[src/rtl/edge_event_sched_if.sv]
// Event offer handshake between the edge scheduler (master) and its consumer (slave).
interface edge_event_sched_if;
    logic       evt_val;
    logic       evt_rdy;
    logic [2:0] evt_idx;

    modport master (output evt_val, output evt_idx, input evt_rdy);
    modport slave  (input evt_val, input evt_idx, output evt_rdy);
endinterface

[src/rtl/edge_event_sched.sv]
// Eight-channel rising-edge detector with sticky pending/overflow flags and a
// round-robin single-event offer port.
module edge_event_sched (
    input  logic                       clk,
    input  logic                       reset_n,
    input  logic [7:0]                 in_,
    input  logic [7:0]                 en,
    input  logic                       clr_ovf,
    edge_event_sched_if.master         evt,
    output logic [7:0]                 pending,
    output logic [7:0]                 overflow
);

    typedef enum logic {IDLE = 1'b0, OFFER = 1'b1} state_t;

    state_t     state_q, state_d;
    logic [7:0] prev_q;
    logic [7:0] pending_q, pending_d;
    logic [7:0] overflow_q, overflow_d;
    logic [2:0] ptr_q, ptr_d;
    logic [2:0] evt_idx_q, evt_idx_d;
    logic       evt_val_q, evt_val_d;
    logic [7:0] edge_s;
    logic [7:0] acc_vec_s;
    logic       accept_s;
    logic [3:0] pick_s;

    // Returns {found, index} of the first set request at start, start+1, ... mod 8.
    function automatic logic [3:0] first_from(input logic [7:0] req, input logic [2:0] start);
        logic [3:0] res;
        logic [2:0] pos;
        res = 4'b0000;
        for (int k = 7; k >= 0; k--) begin
            pos = start + 3'(k);
            if (req[pos]) begin
                res = {1'b1, pos};
            end else begin
                res = res;
            end
        end
        return res;
    endfunction

    assign edge_s   = ~prev_q & in_ & en;
    assign accept_s = evt_val_q & evt.evt_rdy;
    assign pick_s   = first_from(pending_q, ptr_q);

    // Pending and overflow flag update; a new edge always beats a same-cycle clear.
    always_comb begin
        acc_vec_s = 8'h00;
        if (accept_s) begin
            acc_vec_s[evt_idx_q] = 1'b1;
        end else begin
            acc_vec_s = 8'h00;
        end
        pending_d  = edge_s | (pending_q & ~acc_vec_s);
        overflow_d = (edge_s & pending_q & ~acc_vec_s) | (overflow_q & {8{~clr_ovf}});
    end

    // State register.
    always_ff @(posedge clk or negedge reset_n) begin
        if (!reset_n) begin
            state_q <= IDLE;
        end else begin
            state_q <= state_d;
        end
    end

    // Next-state logic.
    always_comb begin
        state_d = state_q;
        case (state_q)
            IDLE: begin
                if (pending_q != 8'h00) begin
                    state_d = OFFER;
                end else begin
                    state_d = IDLE;
                end
            end
            OFFER: begin
                if (accept_s) begin
                    state_d = IDLE;
                end else begin
                    state_d = OFFER;
                end
            end
            default: state_d = IDLE;
        endcase
    end

    // Output logic: next values of the offered index, valid flag and search pointer.
    always_comb begin
        evt_idx_d = evt_idx_q;
        ptr_d     = ptr_q;
        evt_val_d = 1'b0;
        case (state_q)
            IDLE: begin
                if (pick_s[3]) begin
                    evt_idx_d = pick_s[2:0];
                    evt_val_d = 1'b1;
                end else begin
                    evt_val_d = 1'b0;
                end
            end
            OFFER: begin
                if (accept_s) begin
                    ptr_d     = evt_idx_q + 3'd1;
                    evt_val_d = 1'b0;
                end else begin
                    evt_val_d = 1'b1;
                end
            end
            default: begin
                evt_idx_d = 3'd0;
                ptr_d     = 3'd0;
                evt_val_d = 1'b0;
            end
        endcase
    end

    // Datapath registers; prev resets high so inputs already asserted stay silent.
    always_ff @(posedge clk or negedge reset_n) begin
        if (!reset_n) begin
            prev_q     <= 8'hFF;
            pending_q  <= 8'h00;
            overflow_q <= 8'h00;
            ptr_q      <= 3'd0;
            evt_idx_q  <= 3'd0;
            evt_val_q  <= 1'b0;
        end else begin
            prev_q     <= in_;
            pending_q  <= pending_d;
            overflow_q <= overflow_d;
            ptr_q      <= ptr_d;
            evt_idx_q  <= evt_idx_d;
            evt_val_q  <= evt_val_d;
        end
    end

    assign evt.evt_val = evt_val_q;
    assign evt.evt_idx = evt_idx_q;
    assign pending     = pending_q;
    assign overflow    = overflow_q;

endmodule
[src/flat_wrapper.sv]
// flat-port wrapper written by rule: the top's interface ports become plain ports
module edge_event_sched_flat 
  (clk, reset_n, in_, en, clr_ovf, pending, overflow, evt_evt_val, evt_evt_idx, evt_evt_rdy);
  edge_event_sched_if evt_i ();
  input  logic clk;
  input  logic reset_n;
  input  logic [7:0] in_;
  input  logic [7:0] en;
  input  logic clr_ovf;
  output logic [7:0] pending;
  output logic [7:0] overflow;
  output wire logic [$bits(evt_i.evt_val)-1:0] evt_evt_val;
  output wire logic [$bits(evt_i.evt_idx)-1:0] evt_evt_idx;
  input wire logic [$bits(evt_i.evt_rdy)-1:0] evt_evt_rdy;
  assign evt_evt_val = evt_i.evt_val;
  assign evt_evt_idx = evt_i.evt_idx;
  assign evt_i.evt_rdy = evt_evt_rdy;
  edge_event_sched u_core (.clk(clk), .reset_n(reset_n), .in_(in_), .en(en), .clr_ovf(clr_ovf), .evt(evt_i), .pending(pending), .overflow(overflow));
endmodule
[config.mk]
export PLATFORM = sky130hd
export DESIGN_NAME = edge_event_sched_flat
export DESIGN_NICKNAME = d
export VERILOG_FILES = /design/src/rtl/edge_event_sched_if.sv /design/src/rtl/edge_event_sched.sv /design/src/flat_wrapper.sv
export SDC_FILE = /design/constraint.sdc
export NUM_CORES = 1
export LEC_CHECK = 0
export CAP_MARGIN = 20
export CORE_MARGIN = 4
export CORE_UTILIZATION = 56
export CTS_CLUSTER_DIAMETER = 50
export CTS_CLUSTER_SIZE = 25
export DETAILED_ROUTE_END_ITERATION = 8
export GPL_ROUTABILITY_DRIVEN = 0
export GPL_TIMING_DRIVEN = 0
export PLACE_DENSITY = 0.91
export SKIP_LAST_GASP = 1
export SLEW_MARGIN = 20
export SYNTH_ARGS = -nofsm -noshare
export SYNTH_HDL_FRONTEND = slang
export SYNTH_SLANG_ARGS = --single-unit
[constraint.sdc]
create_clock -name clk -period 4.2 [get_ports clk]
set_input_delay 0.84 -clock clk [delete_from_list [all_inputs] [get_ports clk]]
set_output_delay 0.84 -clock clk [all_outputs]
set_load 0.005 [all_outputs]
Figure 1. Wires at chosen ports, followed through buffers.
Scale: 4 px per um.
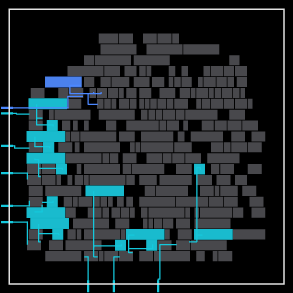
Key: evt_evt_val = blue [bits 1, direction output, edge left, end cells 1, buffers 1, wire 38.9 um]; in_ = cyan [bits 8, direction input, edge 5 left, 3 bottom, end cells 16, buffers 8, wire 167 um]

Figure 2. Cell area per tile.
Scale: 6 px per um. 7 x 7 tiles, from dark blue (low) to red (high), 0 to 100% covered.
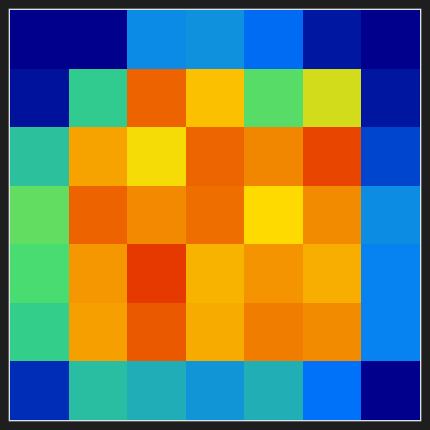
The densest ninth of the die: centre. 43% of the tiles are over 75% full. The fullest tile reaches 94%. 8.2% of the tiles are nearly empty. The mean over all tiles is 53%.

Figure 3. M1 wires.
Scale: 6 px per um. Supply wires on this layer in grey. Cells faint in the background.
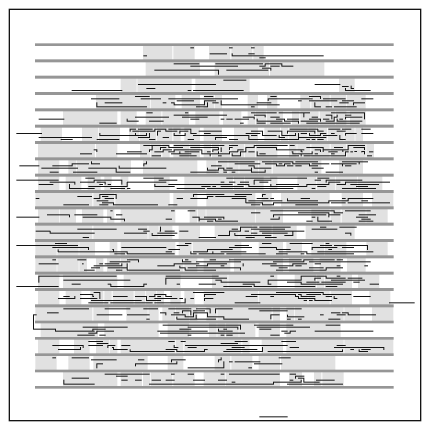
The longest straight run is 20.7 um. The layer holds 43% of the routed length.

==> impl_metrics.csv <==
group,metric,value,unit
status,status,"completed",
timing,finalHoldViolCount,0,
placement,portBuffers,38,
synth,ys_cells,187,
cells_and_area,n_all_inverters,12,
pwr,pwr-share-comb,63.5,%
clock_network,hold_buffers,0,
setup_path,cp.depth,9,
hold_path,whs_path_depth,2,
cells_and_area,clkCellAreaFrac,2.32,%
global_route,overflow,0,
timing,final_max_slew_viol_count,0,
global_route,first_global_vias,1697,
setup_path,cp-end-kind,"register",
drt,wirelength,4860,um
clock_network,cts_buffer_depth,2,
pwr,intPower,1.09,mW
clock_network,h-tree-depth,2,
synth,syn_area_per_cell,10.9,um^2
synth,edf_count,0,
setup_path,r2r_setup_slack,0.90,ns
synth,ys_types,43,
synth,syn_nets,210,
die,die_h,68.3,um
clock_network,cts_sinks,32,
drt,first_pass_iters,4,
global_route,met1_usage,30.5,%
setup_path,critPathRequiredTime,4.40,ns
cells_and_area,drive_above_1_share,18.9,%
synth,ys_seq_share,39.8,%
clock_network,root_buffer,"clkbuf_4",
cells_and_area,clkbuf_count,8,
clock_network,postCtsSetupBuffers,0,
setup_path,slowest_delay,0.61,ns
setup_path,critPathLaunch,"u_core.ptr_q[1]",
drt,routed-wl-met2,2470,um
drt,viasPerCell,6.20,
drt,drc,0,
timing,period_used_share,78.5,%
setup_path,cp_top_family,"multiplexers",
pwr,comb-power,1.20,mW
clock_network,clock.latency.late_pin,0.33,ns
die,num_rows,21,
setup_path,rr_worst_depth,9,
cells_and_area,flop-count,32,
pwr,p_clk,0.180,mW
drt,wirelength_met1,2080,um
clock_network,cts_tree,"yes",
die,io_pins,40,
pwr,switching_share,42.6,%
global_route,grt_max_degree,33,
pwr,netSwitchingPower,0.807,mW
clock_network,cts_made_buffers,5,
global_route,grtUsageMet2,39.6,%
cells_and_area,mostFrequentLayoutCell,"clkdlybuf4s50_1",
drt,avgRoutedWirePerCell,17.4,um
setup_path,path_buffers,3,
drt,dr.first_iter.drc_count,183,
setup_path,arrival,3.50,ns
pwr,power_leakage,0.954,nW
setup_path,r2r-start,"u_core.ptr_q[1]",
timing,max_slew_margin,54.9,%
setup_path,critPathCapture,"u_core.evt.evt_idx[0]",
global_route,grt_pass1_wl,8140,um
run,tool_warnings,27,
synth,synth.area.top_cells,"dfrtp_1, mux4_2, dfstp_2",
global_route,met3_usage,5.09,%
cells_and_area,n_fill_cell,231,
setup_path,cp_max_fo,10,
hold_path,hold_start,"u_core.overflow[0]",
drt,vias,1731,
timing,fin_crit,3.30,ns
synth,yosysWarnings,0,
hold_path,min_path_type,"register to register",
die,dieArea,0.00467,mm^2
setup_path,cp_common_cell,"o21ai_0",
run,max_cap_violations,0,
pwr,power_frac_clock,9.5,%
pwr,p_per_area,748,mW/mm^2
cells_and_area,logic_gate_count,133,
die,core_area,0.00342,mm^2
cells_and_area,num_antenna_cells,0,
timing,finalClockSkew,0.00722,ns
timing,worst_slew_pin_slew,0.676,ns
cells_and_area,buf_share,17.5,%
cells_and_area,buffers_excl_clock,48,
die,die_width,68.3,um
setup_path,cp-start-kind,"register",
setup_path,timing.rr.end,"u_core.evt.evt_idx[0]",
timing,setup_tns,0,ns
synth,syn_area,0.00204,mm^2
pwr,seq-power,0.510,mW
pwr,ir_worst_vdd,0.000353,V
synth,yosys.area.top_type_share,29.5,%
synth,common_cells,"dfrtp_1, nand2_1, o21ai_0",
cells_and_area,logic_area,0.00112,mm^2
drt,ant_nets,0,
drt,maxUsedRoutingLayer,"met4",
synth,yosys_area,0.00204,mm^2
global_route,antenna_found_initial,0,
global_route,grt.total_usage,23.6,%
cells_and_area,seq_share,32.0,%
timing,finalSetupViolCount,0,
clock_network,clk_pin_slew,0.10,ns
timing,rsz0062_at_grt,"false",
placement,hpwl,3650,um
die,num_tap_cells,46,
setup_path,cp_slowest_cell,"mux4_2",
cells_and_area,design_area,0.00253,mm^2
cells_and_area,syn_to_final_growth,24.1,%
setup_path,crit_chain,"buf_6 > clkbuf_1 > inv_1 > ha_1 > mux4_2 > mux2i_1 > o21ai_0 > o21ai_0 > or3b_1",
synth,yosysMostFrequentCell,"dfrtp_1",
cells_and_area,mostFrequentLayoutCells,"clkdlybuf4s50_1, dfrtp_1, nand2_1",
pwr,power-top-group,"combinational cells",
timing,fmax,0.303,GHz
synth,synthArstFlopShare,100,%
clock_network,cts_resized,0,
cells_and_area,fin_nets,255,
cells_and_area,sh_comb_area,44.1,%
synth,ys.flops,32,
global_route,globalRoute.busiestLayer,"met2",
placement,place_area,0.00247,mm^2
setup_path,critPathKind,"register to register",
pwr,pwr-share-seq,27.0,%
synth,ys.flop_type,"dfrtp_1",
drt,wl_met3,257,um
synth,synth_cells,187,
hold_path,hold_end,"u_core.overflow[0]",
die,initCoreUtil,59.7,%
synth,yosysTopAreaCell,"dfrtp_1",
cells_and_area,ff_latch_area,811,um^2
cells_and_area,largestClassByArea,"multi-input combinational cells",
stage by stage:
stage / total power, mW / utilization, % / hold slack [ns] / setup WS (ns) / instances
4_1_cts: 1.88 / 74.1 / 0.533 / 0.942 / 279
2_1_floorplan: 1.36 / - / 0.526 / 1.46 / 187
5_1_grt: 2.02 / 74.1 / 0.576 / 0.698 / 279
3_3_place_gp: 1.66 / 72.5 / 0.517 / 1.04 / 271
6_report: 1.89 / 74.1 / 0.531 / 0.902 / 279
3_5_place_dp: 1.70 / 72.3 / 0.520 / 0.997 / 271
cell families after synthesis:
logic type / Yosys count / synth area share (%)
compound gates: 52 / 17.4
fa+ha+maj: 3 / 1.84
xor+xnor: 4 / 1.72
flops: 32 / 39.8
buf+inv: 22 / 5.46
simple gates: 46 / 12.2
mux: 28 / 21.6
No activity file was given, so power comes from the tool's default toggle rates.
